File: config.mk
export PLATFORM = sky130hd
export DESIGN_NAME = signed_fadd_overflow
export DESIGN_NICKNAME = d
export VERILOG_FILES = /design/src/rtl/signed_fadd_overflow.sv
export SDC_FILE = /design/constraint.sdc
export NUM_CORES = 1
export LEC_CHECK = 0
export CAP_MARGIN = 20
export CORE_MARGIN = 10
export CORE_UTILIZATION = 30
export DETAILED_ROUTE_END_ITERATION = 12
export PLACE_DENSITY = 0.76
export REMOVE_ABC_BUFFERS = 1
export SETUP_SLACK_MARGIN = 0.15
export SLEW_MARGIN = 20
export SYNTH_ARGS = -nofsm -noshare
export SYNTH_HDL_FRONTEND = slang
export SYNTH_SLANG_ARGS = --single-unit
File: constraint.sdc
create_clock -name clk -period 6.95 [get_ports clk]
set_clock_uncertainty 0.05 [all_clocks]
set_input_delay 1.39 -clock clk [delete_from_list [all_inputs] [get_ports clk]]
set_output_delay 1.39 -clock clk [all_outputs]
set_load 0.05 [all_outputs]
File: src/rtl/signed_fadd_overflow.sv
// Ripple-carry two's-complement adder with signed-overflow detection,
// a registered copy of its results and a sticky overflow flag.
module signed_fadd_overflow #(
   parameter int WIDTH = 8
) (
   input  logic             clk,
   input  logic             rst_n,
   input  logic [WIDTH-1:0] a,
   input  logic [WIDTH-1:0] b,
   input  logic             cin,
   input  logic             clr_sticky,
   output logic [WIDTH-1:0] sum,
   output logic             cout,
   output logic             overflow,
   output logic [WIDTH-1:0] sum_q,
   output logic             cout_q,
   output logic             overflow_q,
   output logic             ovf_sticky
);

   logic [WIDTH:0] carry;

   assign carry[0] = cin;

   // One full-adder cell per bit; carry[i] is the carry into bit i.
   for (genvar i = 0; i < WIDTH; i++) begin : g_cell
      logic half;
      assign half       = a[i] ^ b[i];
      assign sum[i]     = half ^ carry[i];
      assign carry[i+1] = (a[i] & b[i]) | (carry[i] & half);
   end

   // Signed overflow: the carry into the sign bit disagrees with the carry out of it.
   assign cout     = carry[WIDTH];
   assign overflow = carry[WIDTH-1] ^ carry[WIDTH];

   always_ff @(posedge clk or negedge rst_n) begin
      if (!rst_n) begin
         sum_q      <= '0;
         cout_q     <= 1'b0;
         overflow_q <= 1'b0;
         ovf_sticky <= 1'b0;
      end else begin
         sum_q      <= sum;
         cout_q     <= cout;
         overflow_q <= overflow;
         // A clear still captures an overflow seen in the same cycle.
         if (clr_sticky)
            ovf_sticky <= overflow;
         else
            ovf_sticky <= ovf_sticky | overflow;
      end
   end

endmodule

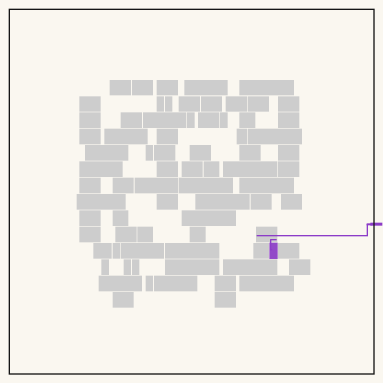
(run_1/io_fan.png)
Drawn at 6 px/um.
`clr_sticky`: in purple, bits 1, direction input, edge east, end cells 1, buffers 1, wire 23.8 um.
Port Buffer Count: 40
I/O pin cnt: 41

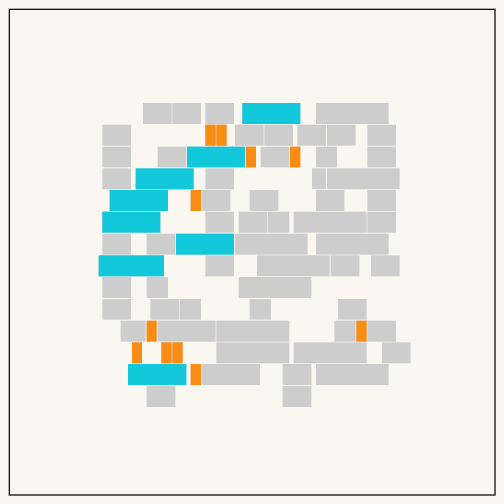
(run_1/logic_types.png)
Drawn at 8 px/um.
fa/ha/maj cells: in cyan, cells 8, most used fa_1. inv cells: in orange, cells 11, most used inv_1.

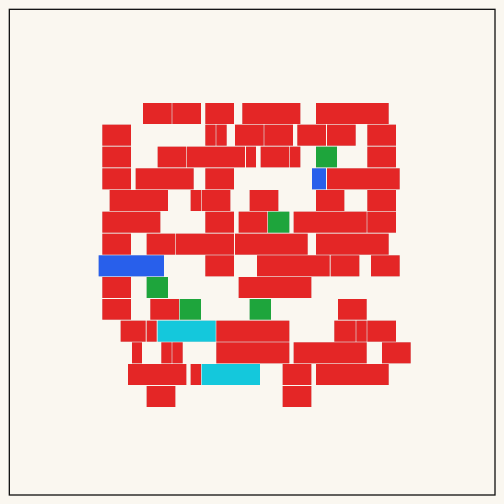
(run_1/sizes.png)
Drawn at 8 px/um.
_3 and _4 cells: in green, cells 5, share 6.6%. _0 and _1 cells: in red, cells 67, share 88%. _2 cells: in blue, cells 2, share 2.6%. _6 and larger: in cyan, cells 2, share 2.6%.

==> flow_summary.ini, run 1 <==
; physical design summary
[clocking]
cts_tree = yes
cts_buffers = 3
root_buffer = clkbuf_4
post_cts_resized = 0
post_cts_buffers = 0
clk_path_buf_depth = 2
path_clk_slew_ps = 70
clk_latency_ps = 260

[power]
p_per_area_mw_per_mm2 = 299.4
cellLeakagePower_uw = 0.0004381
ir_worst_vdd_mv = 0.1280

[grt]
grt_pass1_wl_um = 1959
grt_pass1_vias = 412
grt_max_degree = 12

[placement]
post_dp_cell_area_sq_um = 928.4
gp_congestion = 0.6714

[drt]
drtPass1Iterations = 3
wl_per_cell_um = 14.48
avgViaCountPerCell = 4.207
drc = 0
wl_um = 1332

[floorplanning]
fp_util_pct = 32.35
core_sq_mm = 0.001524

[sta]
report.final.slew_viol_count = 0
tightest_slew_ps = 517.0
hold_violations = 0
setup_tns_ps = 0
hold_slack_ps = 425.4

[critical_path]
critPathMostFrequentCell = fa_1
end_kind = primary output
critPathSlowestCell = clkdlybuf4s50_1
start_kind = primary input
crit_arrival_ps = 5150
worstSetupPathType = primary input to primary output

[hold_path]
hold_path.class = register to register

[job]
warning_count = 25

[logic_synthesis]
syn_area_sq_um = 493.0
yosysUniqueCellTypes = 5
synth-seq-area-share_pct = 55.84
ys_warn_count = 0
synth_top_cell_by_area = dfrtp_1

[layout]
area_growth_pct = 94.42
nNetsFinal = 105
fin_area_sq_um = 958.4

[run_status]
outcome = finished clean
-- run 1: cell usage after synthesis, drive strengths merged --
master / number
a21o: 1
inv: 11
dfrtp: 11
xnor2: 1
fa: 8
-- run 1: registers in the layout, summed over array words and instances (netlist names) --
signal and count:
overflow_q 1, ovf_sticky 1, cout_q 1, sum_q 8
-- run 1: final cells by class --
type / instances / area [sq um] / share of cell area, %
Timing Repair Buffer: 40 / 415.4 / 43.34
Clock inverter: 1 / 5.005 / 0.5222
Sequential cell: 11 / 275.3 / 28.72
Multi-Input combinational cell: 10 / 178.9 / 18.67
Inverter: 11 / 41.29 / 4.308
Clock buffer: 3 / 22.52 / 2.350
Tap cell: 16 / 20.02 / 2.089
-- run 1: logic make-up after synthesis --
kind of cell	Yosys count	share of synthesized area, %
AND-OR/OR-AND	1	1.523
flip-flops	11	55.84
adder cells (fa/ha/maj)	8	32.49
XOR/XNOR	1	1.777
buffers and inverters	11	8.376
-- run 1: layer usage --
layer,vias up,wire length [um],GRT usage (%)
met2,19,776,12.50
met4,0,34,5.643
li1,174,-,-
met3,4,145,2.923
met1,190,375,6.691
met5,-,0,0
-- run 1: final timing paths --
kind                       startpoint         end  slack, ps  cells past startpoint
max                              a[0]      sum[7]        360                     14
min                        ovf_sticky  ovf_sticky        430                      1
max reg2reg                ovf_sticky  ovf_sticky       6270                      1
min reg2reg                ovf_sticky  ovf_sticky        430                      1
max in group asynchronous       rst_n    sum_q[4]       5160                      1
min in group asynchronous       rst_n    sum_q[2]       1380                      1
-- run 1: stage by stage --
stage          std cells  setup slack, ps
2_1_floorplan         32            654.0
3_3_place_gp          88            295.7
3_5_place_dp          88            269.9
4_1_cts               92            270.4
5_1_grt               92            206.6
6_report              92            358.1
-- run 1: critical path: cells and delay by family --
kind       cells  cell delay [ps]
fa+ha+maj      8             2880
buf+inv        6              880
-- run 1: power breakdown --
group	leakage [uW]	internal [uW]	switching [uW]	total, uW
clock network	0.0000177	21.3	20.2	41.5
logic	0.000293	59.2	108	167
registers	0.000127	75.7	2.94	78.6
total	0.000438	156	131	287
==> run 2, diff against run 1 <==
SLEW_MARGIN = 5   (was 20)
TNS_END_PERCENT = 20   (was unset)
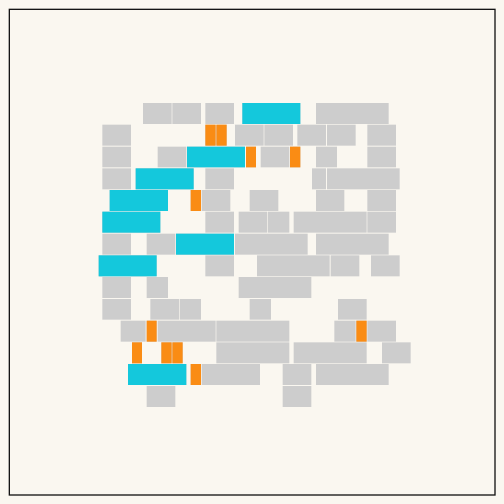
(run_2/logic_types.png)
Drawn at 8 px/um.
multi-input combinational area share: 18.46%
most frequent logic cell in the layout: clkdlybuf4s50_1

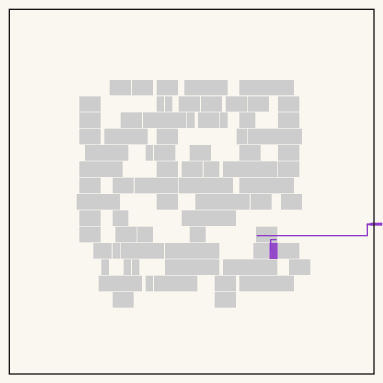
(run_2/io_fan.png)
Drawn at 6 px/um.
`clr_sticky`: in purple, bits 1, direction input, edge east, end cells 1, buffers 1, wire 23.8 um.

==> run 2 against run 1 <==
Worst hold slack did not move; highest routed layer unchanged; maximum frequency fell by 0.84%; worst setup slack got worse by 56 ps; critical path depth did not move; clock power barely moved; flip-flop count did not move; utilization fell by 0.16 points.
==> flow_summary.ini, run 2 <==
; physical design summary
[layout]
multiInputGateArea_sq_um = 176.4
seq_area_sq_um = 275.3
largest_register = sum_q
fin_cells = 92
nNetsFinal = 105
largest_reg_flops = 8
area_growth_pct = 93.91

[floorplanning]
core_sq_mm = 0.001524
ioPinCount = 41
fp_util_pct = 32.35

[critical_path]
critPathMostFrequentCell = fa_1
r2r_cells = 1
r2r-start = ovf_sticky
crit_family = adder cells
r2r_end = ovf_sticky
rrSetupSlack_ps = 6270
path_buffers = 6
cp_max_fo = 2
end_kind = primary output
worstSetupPathType = primary input to primary output
critPathSlowestCell = clkdlybuf4s50_1
crit_arrival_ps = 5210
critPathLaunch = a[0]

[power]
seqPwrFrac_pct = 27.4
p_per_area_mw_per_mm2 = 299.9
cellLeakagePower_uw = 0.0004389
ir_worst_vdd_mv = 0.1280
switching_power_uw = 130.8
p_sw_share_pct = 45.61

[drt]
wl_per_cell_um = 14.48
wl_um = 1332
drtPass1Iterations = 3
drc = 0
avgViaCountPerCell = 4.207

[job]
warning_count = 26

[logic_synthesis]
ys_warn_count = 0
syn_area_sq_um = 493.0
yosysUniqueCellTypes = 5
synth_top_cell_by_area = dfrtp_1
common_cells = dfrtp_1 (11), inv_1 (11), fa_1 (8)
synth_top_flop_cell = dfrtp_1

[hold_path]
min_path_cells = 1
min_from = ovf_sticky
hold_path.class = register to register
min_to = ovf_sticky

[clocking]
post_cts_buffers = 0
path_clk_slew_ps = 70
clk_path_buf_depth = 2
cts_buffers = 3
cts_tree = yes
post_cts_resized = 0

[sta]
setup_tns_ps = 0
tightest_slew_ps = 517.0
hold_violations = 0
report.final.slew_viol_count = 0

[run_status]
outcome = finished clean

[placement]
io_buffers = 40
dp_cells = 88

[grt]
grt_pass1_vias = 412
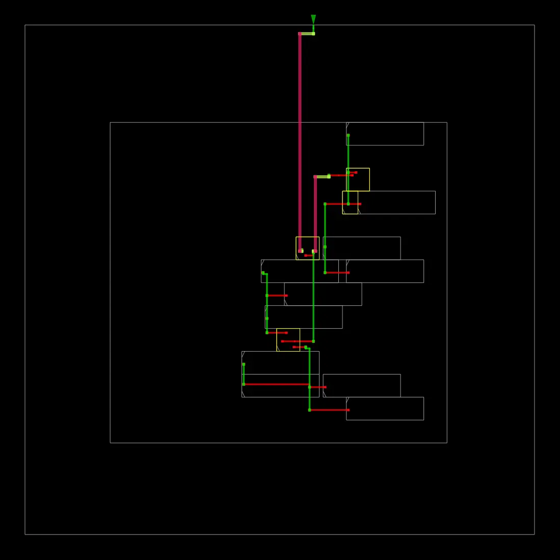
(run_2/clocks.png)
Clock Latency Late Sink: 260 ps
Power Clock: 41.5 uW
Seq cells: 11

==> run 2: netlist changes by cell type in the layout (fill, tap and decap cells not counted) <==
| cell | before | now |
|---|---|---|
| fa_1 | 7 | 8 |
| fa_2 | 1 | 0 |
==> run 2: power groups by stage <==
stage | Combinational [uW] | Sequential [uW] | Clock (uW)
6_report | 167 | 78.6 | 41.5
2_1_floorplan | 59.2 | 124 | 0
3_5_place_dp | 169 | 80.2 | 0
3_3_place_gp | 168 | 79.7 | 0
4_1_cts | 169 | 78.9 | 43.2
5_1_grt | 175 | 79.9 | 45.0
==> run 2: final cells by class <==
| type | instances | area share, % |
|---|---|---|
| clock inverters | 1 | 0.5236 |
| well taps | 16 | 2.094 |
| clock buffers | 3 | 2.356 |
| inverters | 11 | 4.319 |
| flip-flops and latches | 11 | 28.80 |
| multi-input cells | 10 | 18.46 |
| repair buffers | 40 | 43.46 |
==> run 2: per-stage QoR <==
stage	hold WS, ps	instance area (sq um)	setup slack (ps)
CTS	432.4	955.9	270.4
finish	425.4	955.9	302.3
detailed placement	416.2	928.4	269.9
global placement	409.5	928.4	295.7
global route	440.2	955.9	144.2
floorplan	754.7	493.0	654.0
==> run 2: worst max path at each step <==
| stage | to | slack, ps | cells after the start |
|---|---|---|---|
| after floorplan | overflow | 650 | 10 |
| after global placement | sum[7] | 300 | 14 |
| after detailed placement | sum[7] | 270 | 14 |
| after CTS | sum[7] | 270 | 14 |
| after global routing | overflow | 140 | 14 |
| final | sum[7] | 300 | 14 |
==> run 2: per-layer routing <==
layer	part of all wire, %	GRT usage, %	wire length (um)
met1	28	6.691	379
met2	58	12.50	775
met3	11	2.923	142
met4	2.6	5.643	34
met5	0	0	0
==> run 2: kinds of logic (layout without fill, tap and decap cells) <==
group,Yosys count,count (layout),synth area share [%]
compound gates,1,1,1.523
xor+xnor,1,1,1.777
fa+ha+maj,8,8,32.49
buf+inv,11,55,8.376
flops,11,11,55.84
Power is estimated from default activity; no workload was simulated.
